File: src/rtl/ban_reg_ctx.sv
// Parametrised working register bank with a shadow (context) bank and a
// sequential save/restore engine that copies one register per clock.
module ban_reg_ctx #(
  parameter int unsigned DATA_W  = 8,
  parameter int unsigned ADDR_W  = 3,
  parameter int unsigned BYPASS  = 1,
  parameter int unsigned ZERO_R0 = 0
) (
  input  logic              clk,
  input  logic              rst,
  input  logic              W,
  input  logic [ADDR_W-1:0] sel_w,
  input  logic [DATA_W-1:0] DW,
  input  logic [ADDR_W-1:0] sel_x,
  input  logic [ADDR_W-1:0] sel_y,
  output logic [DATA_W-1:0] Rx,
  output logic [DATA_W-1:0] Ry,
  input  logic              save,
  input  logic              restore,
  output logic              busy,
  output logic              done
);

  localparam int unsigned DEPTH = 2 ** ADDR_W;
  localparam logic [ADDR_W-1:0] LAST_IDX = ADDR_W'(DEPTH - 1);

  typedef enum logic [1:0] {
    IDLE    = 2'd0,
    SAVE    = 2'd1,
    RESTORE = 2'd2
  } state_t;

  state_t            state_q, state_d;
  logic [ADDR_W-1:0] idx_q, idx_d;
  logic              busy_q, busy_d;
  logic              done_q, done_d;

  logic [DATA_W-1:0] regs   [DEPTH];
  logic [DATA_W-1:0] shadow [DEPTH];

  logic wr_en_c;
  logic wr_keep_c;
  logic rs_keep_c;
  logic r0_zero_c;

  assign r0_zero_c = (ZERO_R0 != 0);
  assign wr_en_c   = W && !busy_q;
  assign wr_keep_c = wr_en_c && !(r0_zero_c && (sel_w == '0));
  assign rs_keep_c = (state_q == RESTORE) && !(r0_zero_c && (idx_q == '0));

  // State, index and status flags
  always_ff @(posedge clk or negedge rst) begin
    if (!rst) begin
      state_q <= IDLE;
      idx_q   <= '0;
      busy_q  <= 1'b0;
      done_q  <= 1'b0;
    end else begin
      state_q <= state_d;
      idx_q   <= idx_d;
      busy_q  <= busy_d;
      done_q  <= done_d;
    end
  end

  // Copy engine: save has priority over restore; requests ignored while busy
  always_comb begin
    state_d = state_q;
    idx_d   = idx_q;
    busy_d  = busy_q;
    done_d  = 1'b0;
    case (state_q)
      IDLE: begin
        if (save) begin
          state_d = SAVE;
          idx_d   = '0;
          busy_d  = 1'b1;
        end else if (restore) begin
          state_d = RESTORE;
          idx_d   = '0;
          busy_d  = 1'b1;
        end
      end
      SAVE, RESTORE: begin
        idx_d = idx_q + ADDR_W'(1);
        if (idx_q == LAST_IDX) begin
          state_d = IDLE;
          idx_d   = '0;
          busy_d  = 1'b0;
          done_d  = 1'b1;
        end
      end
      default: begin
        state_d = IDLE;
        idx_d   = '0;
        busy_d  = 1'b0;
      end
    endcase
  end

  // Working and shadow arrays; host writes and restore copies never overlap
  always_ff @(posedge clk or negedge rst) begin
    if (!rst) begin
      for (int i = 0; i < int'(DEPTH); i++) begin
        regs[i]   <= '0;
        shadow[i] <= '0;
      end
    end else begin
      if (wr_keep_c) begin
        regs[sel_w] <= DW;
      end
      if (rs_keep_c) begin
        regs[idx_q] <= shadow[idx_q];
      end
      if (state_q == SAVE) begin
        shadow[idx_q] <= regs[idx_q];
      end
    end
  end

  // Asynchronous read ports with optional bypass and hardwired-zero R0
  always_comb begin
    Rx = regs[sel_x];
    if ((BYPASS != 0) && wr_en_c && (sel_w == sel_x)) begin
      Rx = DW;
    end
    if (r0_zero_c && (sel_x == '0)) begin
      Rx = '0;
    end
  end

  always_comb begin
    Ry = regs[sel_y];
    if ((BYPASS != 0) && wr_en_c && (sel_w == sel_y)) begin
      Ry = DW;
    end
    if (r0_zero_c && (sel_y == '0)) begin
      Ry = '0;
    end
  end

  assign busy = busy_q;
  assign done = done_q;

endmodule

File: config.mk
export PLATFORM = sky130hd
export DESIGN_NAME = ban_reg_ctx
export DESIGN_NICKNAME = d
export VERILOG_FILES = /design/src/rtl/ban_reg_ctx.sv
export SDC_FILE = /design/constraint.sdc
export NUM_CORES = 1
export LEC_CHECK = 0
export ABC_CLOCK_PERIOD_IN_PS = 2150
export CAP_MARGIN = 20
export CORE_MARGIN = 2
export CORE_UTILIZATION = 35
export DETAILED_ROUTE_END_ITERATION = 6
export HOLD_SLACK_MARGIN = 0.12
export PLACE_DENSITY_LB_ADDON = 0.12
export SETUP_SLACK_MARGIN = 0.3
export SYNTH_ARGS = -nofsm -noshare
export SYNTH_HDL_FRONTEND = slang
export SYNTH_SLANG_ARGS = --single-unit
File: constraint.sdc
create_clock -name clk -period 2.15 [get_ports clk]
set_input_delay 0.215 -clock clk [delete_from_list [all_inputs] [get_ports clk]]
set_output_delay 0.215 -clock clk [all_outputs]
set_load 0.01 [all_outputs]
==> results.txt <==
The synthesis and PnR run went through. Fraction of the mapped netlist area in adder cells landed at 0.807%. Portion of synthesized cell area occupied by the leading cell type landed at 43.6%. For this run the aggregate overflow at the end of global routing stands at 0. Buffers plus inverters on the worst setup path landed at 5. Max-slew headroom at the worst pin landed at 57.9%.

The synthesized netlist handed to floorplanning was reported with a cell count of 621. The final timing report lists a max-slew violation count of 0. The worst register-to-register path ends at shadow[30]. Data arrival time of the worst path landed at 1810 ps. Final-report setup violation count landed at 0. During I/O placement, the number of pins put on the boundary was 40. Clock-pin transition on the worst setup and hold timing paths landed at 70 ps.

In the Yosys stats the netlist draws on 43 distinct library cells. Per the STA report, the cell with the highest stage delay on the worst path is sky130_fd_sc_hd__dfrtp_1. The worst path in the final design needs a cycle of 2020 ps, including I/O delays and setup. After layout, the setup clock skew is reported as 7.92 ps. The critical path is of the register to primary output type.

Per the synthesis report, the XOR/XNOR share of the synthesized area is 0.678%. Looking at the clock tree report, the root buffer type is sky130_fd_sc_hd__clkbuf_16. Ratio of total power to cell area landed at 1280 nW/µm². Counting stages on the worst path, the most repeated cell is sky130_fd_sc_hd__buf_6. Antenna violation net count after detailed routing landed at 0. Period utilization landed at 94.0%. Number of iterations in the first detailed-routing pass landed at 5.

At the worst endpoint, the required time is 1930 ps. Summed standard-cell area reported by yosys landed at 7750 µm². Clock insertion delay at the later pin of the skew report landed at 420 ps. Per the synth stats, the flop cell with the highest instance count is sky130_fd_sc_hd__dfrtp_1.

The run finished with clean final reports. Across the run, the number of max-cap violations was 0. According to the dpl log, the detail-placed design has an HPWL of 16,900 µm. After synthesis the netlist holds a flip-flop and latch count of 135. The flow reports an fmax of 495 MHz. Biggest fanout along the worst timing path landed at 4. Detailed-route iteration 0 reported a violation count of 480.

For reference, the top cells by area after synthesis are sky130_fd_sc_hd__dfrtp_1 44%, sky130_fd_sc_hd__mux4_2 15%, sky130_fd_sc_hd__mux2i_1 11%, sky130_fd_sc_hd__mux2_2 8.7%, sky130_fd_sc_hd__a21oi_1 3.0%. Final setup TNS landed at 0 ps. Counting every sink on the clock net gives 135. In this run the tool buffered the top-level ports with 39 buffer cells.

TritonCTS built the clock tree. Once the floorplan was initialized, standard cells occupied 35.6% of the core. The Yosys step of the flow raised 0 warnings.

Summing all placed instances gives a cell area of 8930 µm². Sorting the synthesized cells by how often they occur yields 135 x sky130_fd_sc_hd__dfrtp_1, 85 x sky130_fd_sc_hd__mux2i_1, 60 x sky130_fd_sc_hd__mux2_2. Leakage dissipation landed at 4.43 nW. Routed length per instance landed at 23.5 µm. Worst reg2reg path depth landed at 6. Reg2reg setup slack landed at 370 ps. In the layout the commonest cells are 134 x sky130_fd_sc_hd__dfrtp_1, 83 x sky130_fd_sc_hd__mux2i_1, 75 x sky130_fd_sc_hd__buf_4. Simple-gate portion of the synthesized area landed at 9.11%. After synthesis, flip-flops and latches occupy 43.6% of the total area. The worst setup path is captured at a primary output. Sorting the Yosys area breakdown by cell type puts at the top sky130_fd_sc_hd__dfrtp_1. Global-route total usage across every layer landed at 21.5%. Pin count of the biggest net entering global routing landed at 65.

Antenna diode instance count landed at 0. The number of warnings reported in the stage logs is 30. Number of synthesized flops with an enable pin landed at 0. H-tree level count landed at 4.

Compound-gate portion of the synthesized area landed at 6.28%. Setup repair after global routing could not meet its margin everywhere. Area added between synthesis and finish landed at 29.3%. The synthesis run identifies the leading combinational cell family as multiplexers.

The portion of synthesized area spent on multiplexers is 35.6%. The most common logic cell in the final layout is sky130_fd_sc_hd__dfrtp_1. Summing internal, switching and leakage power gives 12.9 mW. Average vias per placed instance landed at 5.50. Number of CTS-inserted buffers landed at 17. In the post-synthesis netlist, the cell with the most instances is sky130_fd_sc_hd__dfrtp_1. Detailed-route wire length landed at 24,200 µm.

A synthesized cell averages 12.5 µm². The largest single stage delay on the critical path is 380 ps. The launch point of the worst register-to-register path is recorded as state_q[1]. The number of cells reported by Yosys stat comes to 621. Grouping stages by cell kind, the critical path spends the most delay in buffers and inverters.

Layout cell share with drive strength beyond 1 landed at 42.0%. Per the detail_route report, the via count comes to 5,679. Total standard cell area after synthesis landed at 7750 µm².

Wire length of the first global-routing pass landed at 36,800 µm. Worst hold slack across all endpoints landed at 369 ps. Final net count landed at 766. According to the hold report, the worst path is of the input pin to async pin type. Via count of the first global-routing pass landed at 5,831. RePlAce ended its routability-driven mode at a weighted congestion of 0.812. Detailed-route DRC error count landed at 0. The critical path goes through nor2b_1 > buf_4 > nand4_1 > buf_6 > buf_8 > buf_12 > nor2_4 > a21oi_4 > buf_6. At the placement stage, the worst setup path has a slack of -354 ps.

Once routing completed, OpenROAD measured the worst setup slack at 130 ps. Total count of hold-check failures in the final report landed at 0. Die area landed at 23,300 µm².
## report_power, final
| group | switching [mW] | total, mW | leakage, nW | internal (mW) |
|---|---|---|---|---|
| Sequential | 0.910 | 4.53 | 1.66 | 3.62 |
| Combinational | 2.50 | 5.42 | 2.48 | 2.92 |
| Clock | 1.34 | 2.91 | 0.290 | 1.57 |
## what timing repair did
| action | 4_1_cts | 5_1_grt |
|---|---|---|
| gates cloned | 3 | 0 |
| buffers inserted | 27 | 5 |
| hold endpoints to repair | 61 | 0 |
| resized | 95 | 31 |
| hold buffers | 1 | 0 |
| pin swaps | 7 | 3 |
| endpoints found under the setup margin | 21 | 60 |
## how the worst max path moves through the flow
stage	startpoint	endpoint	slack (ps)	cells after the start
final	busy	Rx[0]	130	9
after global routing	busy	Rx[0]	30	9
after CTS	busy	Rx[1]	110	9
after detailed placement	sel_x[0]	Rx[5]	-350	7
after global placement	sel_x[0]	Rx[2]	-320	7
after floorplan	state_q[1]	shadow[57]	450	6
## layout make-up
cell class,instances,area (µm²),area share (%)
Multi-Input combinational cell,435,4250,42.4
Sequential cell,135,3380,33.7
Timing Repair Buffer,146,1430,14.3
Clock buffer,17,425,4.25
Tap cell,280,350,3.50
Clock inverter,15,170,1.70
Inverter,4,15.0,0.150
## state kept, by name (all words and copies together), names as in the netlist
signal and count:
busy 1, done 1, idx_q 3, regs 64, shadow 64, state_q 2
## layer usage
metal	part of all wire (%)	wire length (µm)	vias up	GRT usage, %
met5	0	0	-	0
met4	2.1	514	0	6.66
met3	6.8	1650	30	5.83
met2	47	11400	187	33.7
met1	44	10700	2919	29.1
li1	-	-	2543	-
**Placement by cell class**

Fill, decap, tap and diode cells in grey.
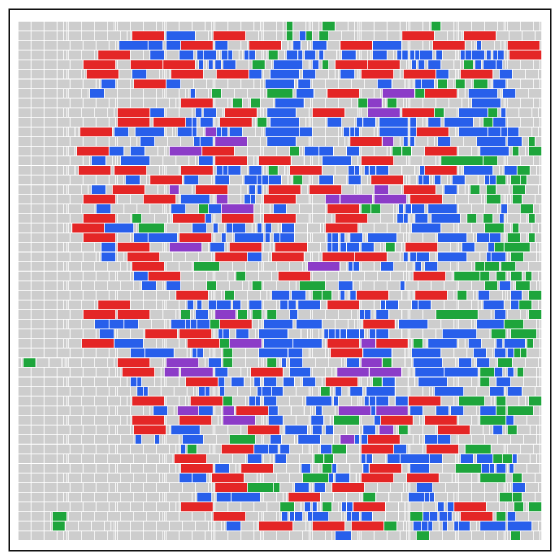
colour	class	cells	share of their area
red	sequential cells	135	35%
blue	remaining logic cells	439	44%
purple	clock drivers and dummy loads	32	6.2%
green	remaining buffers and delay cells	146	15%
Non-Filler Cell Area, Final: 10,000 µm²
area of the core region: 21,800 µm²
standard-cell rows: 54
register share of the cell area: 33.7%
Post-Route Utilization: 46.0%

**Supply network**

Scale bar: 50 µm. Pins as bars on the die edge. Tap cells in grey.
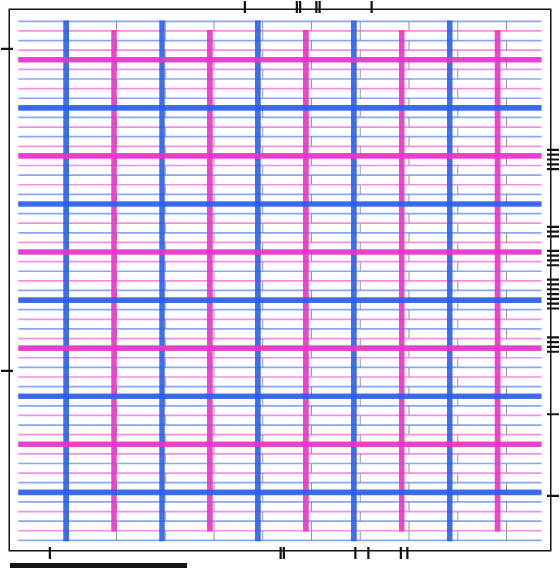
colour	net
magenta	VDD
blue	VSS
rows	54
tap cells	280
signal pins	40
met1 rails	55
largest voltage drop on the vdd net: 514 µV
chip width: 153 µm
y dimension of the die: 153 µm

**Placed standard cells**

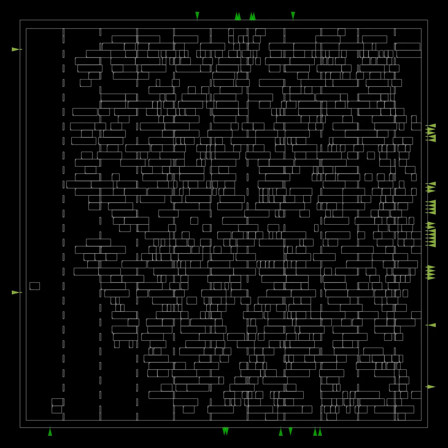
Fillers: 1,980
number of tap instances: 280

Power figures rest on the tool's default switching activity, not on a simulated workload.
